==> src/rtl/onehot_pulse_decoder.sv <==
// Sequential index-to-one-hot pulse expander.
// FIFO-buffered indices replayed as pulses of programmable length.
module onehot_pulse_decoder #(
  parameter int WIDTH = 8,
  parameter int IDXW  = $clog2(WIDTH),
  parameter int LENW  = 4,
  parameter int DEPTH = 2
) (
  input  logic             clk,
  input  logic             rst_n,
  input  logic             in_valid,
  output logic             in_ready,
  input  logic [IDXW-1:0]  in_idx,
  input  logic [LENW-1:0]  in_len,
  output logic [WIDTH-1:0] out,
  output logic             out_valid,
  output logic             busy,
  output logic             err
);

  localparam int PW = (DEPTH > 1) ? $clog2(DEPTH) : 1;
  localparam int CW = $clog2(DEPTH + 1);
  localparam logic [PW-1:0] LAST = PW'(DEPTH - 1);
  localparam logic [CW-1:0] FULL = CW'(DEPTH);

  typedef enum logic [1:0] {
    IDLE,
    DRIVE,
    GAP
  } state_t;

  logic [IDXW-1:0]  mem_idx [DEPTH];
  logic [LENW-1:0]  mem_len [DEPTH];
  logic [PW-1:0]    wr_ptr;
  logic [PW-1:0]    rd_ptr;
  logic [CW-1:0]    count;
  logic [CW-1:0]    count_next;
  logic             push;
  logic             pop;
  logic             head_ok;
  logic             drop;
  logic             drop_q;
  state_t           state;
  state_t           state_next;
  logic [LENW-1:0]  cnt;
  logic [LENW-1:0]  cnt_next;
  logic [WIDTH-1:0] drive;
  logic [WIDTH-1:0] drive_next;

  assign push       = in_valid && in_ready;
  assign head_ok    = int'(mem_idx[rd_ptr]) < WIDTH;
  assign count_next = count + CW'(push) - CW'(pop);

  always_comb begin
    state_next = state;
    cnt_next   = cnt;
    drive_next = drive;
    pop        = 1'b0;
    drop       = 1'b0;
    unique case (state)
      IDLE, GAP: begin
        drive_next = '0;
        state_next = IDLE;
        if (count != '0) begin
          pop = 1'b1;
          if (head_ok) begin
            drive_next = WIDTH'(1) << mem_idx[rd_ptr];
            cnt_next   = mem_len[rd_ptr];
            state_next = DRIVE;
          end else begin
            drop       = 1'b1;
            state_next = GAP;
          end
        end
      end
      DRIVE: begin
        if (cnt != '0) begin
          cnt_next = cnt - 1'b1;
        end else begin
          drive_next = '0;
          state_next = GAP;
        end
      end
      default: state_next = IDLE;
    endcase
  end

  always_ff @(posedge clk) begin
    if (push) begin
      mem_idx[wr_ptr] <= in_idx;
      mem_len[wr_ptr] <= in_len;
    end
  end

  // out/err sit one register behind the FSM so every pulse
  // shares the same two-stage latency from acceptance.
  always_ff @(posedge clk or negedge rst_n) begin
    if (!rst_n) begin
      wr_ptr    <= '0;
      rd_ptr    <= '0;
      count     <= '0;
      in_ready  <= 1'b0;
      state     <= IDLE;
      cnt       <= '0;
      drive     <= '0;
      drop_q    <= 1'b0;
      out       <= '0;
      out_valid <= 1'b0;
      err       <= 1'b0;
      busy      <= 1'b0;
    end else begin
      if (push) begin
        wr_ptr <= (wr_ptr == LAST) ? '0 : wr_ptr + 1'b1;
      end
      if (pop) begin
        rd_ptr <= (rd_ptr == LAST) ? '0 : rd_ptr + 1'b1;
      end
      count     <= count_next;
      in_ready  <= count_next < FULL;
      state     <= state_next;
      cnt       <= cnt_next;
      drive     <= drive_next;
      drop_q    <= drop;
      out       <= drive;
      out_valid <= |drive;
      err       <= drop_q;
      busy      <= (count != '0) || (state != IDLE);
    end
  end

endmodule

==> config.mk <==
export PLATFORM = sky130hd
export DESIGN_NAME = onehot_pulse_decoder
export DESIGN_NICKNAME = d
export VERILOG_FILES = /design/src/rtl/onehot_pulse_decoder.sv
export SDC_FILE = /design/constraint.sdc
export NUM_CORES = 1
export LEC_CHECK = 0
export ABC_AREA = 1
export CORE_MARGIN = 2
export CORE_UTILIZATION = 65
export DETAILED_ROUTE_END_ITERATION = 12
export DONT_BUFFER_PORTS = 1
export PLACE_DENSITY = 0.83
export SLEW_MARGIN = 10
export SYNTH_ARGS = -nofsm -noshare
export SYNTH_HDL_FRONTEND = slang
export SYNTH_SLANG_ARGS = --single-unit
==> constraint.sdc <==
create_clock -name clk -period 3 [get_ports clk]
set_clock_uncertainty 0.15 [all_clocks]
set_input_delay 0.9 -clock clk [delete_from_list [all_inputs] [get_ports clk]]
set_output_delay 0.9 -clock clk [all_outputs]
set_load 0.01 [all_outputs]
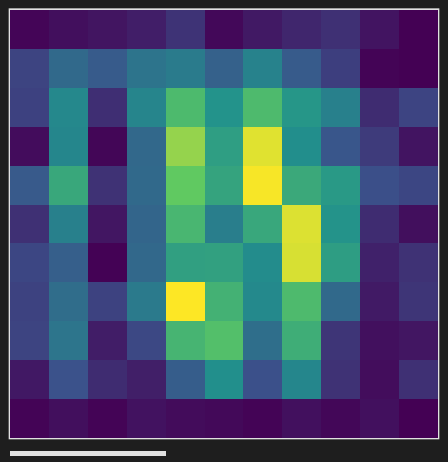
wire_density.png
Bar = 20 µm. The die is cut into 11 by 11 equal tiles; dark purple is low, yellow is high, scaled to the fullest tile. Values are wire area over tile area, all layers added.
nearly empty tiles	9.1%
densest ninth of the die	middle
mean over tiles	0.13
tiles over half the peak	22%

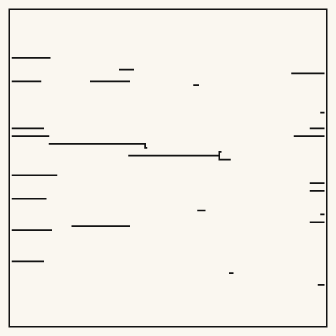
met3.png
share of all routed wire	5.3%
nets with wire on the layer	20
main direction	horizontal
longest straight run	16.6 µm
wire length on this layer	127 µm

==> ci_impl_report.md <==
## PnR job results

| Metric | Value |
|---|---|
| Nets@finish | `174` |
| Mapped cell area | `1683 µm²` |
| Worst Setup Slack, final | `1.138 ns` |
| Clk slew on worst S/H paths | `0.12 ns` |
| Port bufs | `0` |
| Post-Syn Nets | `169` |
| Final WL | `2.405 mm` |
| Async SR Flop Fraction | `67.44%` |
| Worst hold path type | `primary input to async pin` |
| Sink Count | `43` |
| CP Data Arrival Time | `0.81 ns` |
| Final Hold Vio Count | `0` |
| H-tree depth | `2` |
| Largest net degree at the start of global routing | `30` |
| Finished Core Util | `72.88%` |
| WS Path Type | `flop to output port` |
| Post-layout power | `1.950 mW` |
| Seq group | `995 µW` |
| Switching share of power | `38.11%` |
| Total gr overflow | `0` |
| Worst Path Required | `1.95 ns` |
| Highest Signal Layer | `met4` |
| Die W | `54.88 µm` |
| Avg Cell Area, Syn | `10.72 µm²` |
| Setup TNS Final | `0 ns` |
| Power Dens Cells | `1090 nW/µm²` |
| GRT met2 Usage | `34.72%` |
| RSZ-0062 raised after global routing | `no` |
| Area after DPL | `1708 µm²` |
| Tcrit/Tclk final | `62.07%` |
| Max Slew Vio Count | `0` |
| Placed cell count | `185` |
| Net Switching | `742.9 µW` |
| Hold-fix buffers, CTS | `0` |
| Top Layout Cells | `40 x nand2_1, 29 x dfrtp_1, 18 x nand3_1` |
| Max_cap viols | `0` |
| Worst Path Max Fanout | `3` |
| Drt drc | `0` |
| Sequential power share | `51.0%` |
| Core Util at FP | `68.55%` |
| Number of global-route vias before repair | `987` |
| Status | `finished, final reports clean` |
| DRT antenna net count | `0` |
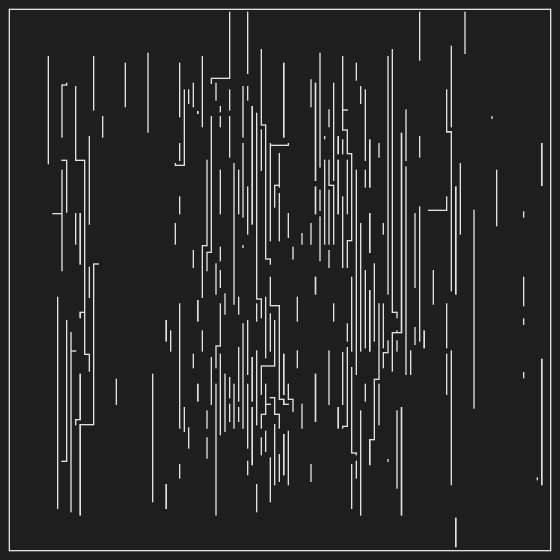
met2.png
wire length on this layer	1240 µm
main direction	vertical
longest straight run	26.7 µm
nets with wire on the layer	151

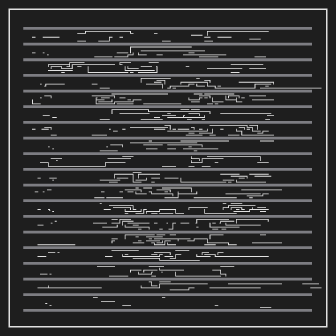
met1.png
Supply wires on this layer in grey.
nets with wire on the layer	158
longest straight run	11.5 µm
wire length on this layer	958 µm
share of all routed wire	40%

-- worst paths after layout --
kind | start | end | slack, ns
worst min-delay path | rst_n | out[4]$_DFF_PN0_ | 0.06
max in group asynchronous | rst_n | cnt[1]$_DFFE_PN0P_ | 2.55
worst max register to register | state[0]$_DFFE_PN0P_ | in_ready$_DFF_PN0_ | 1.14
worst max-delay path | in_ready$_DFF_PN0_ | in_ready | 1.14
min in group clk | drive[5]$_DFFE_PN0P_ | out[5]$_DFF_PN0_ | 0.27
worst min register to register | drive[5]$_DFFE_PN0P_ | out[5]$_DFF_PN0_ | 0.27
-- area by class of cell --
type / count / area (µm²)
inverters: 18 / 67.56
flip-flops and latches: 43 / 1146
multi-input cells: 94 / 456.7
clock inverters: 1 / 5.005
well taps: 30 / 37.54
fillers: 185 / 665.6
clock buffers: 7 / 76.32
No activity file was given, so power comes from the tool's default toggle rates.
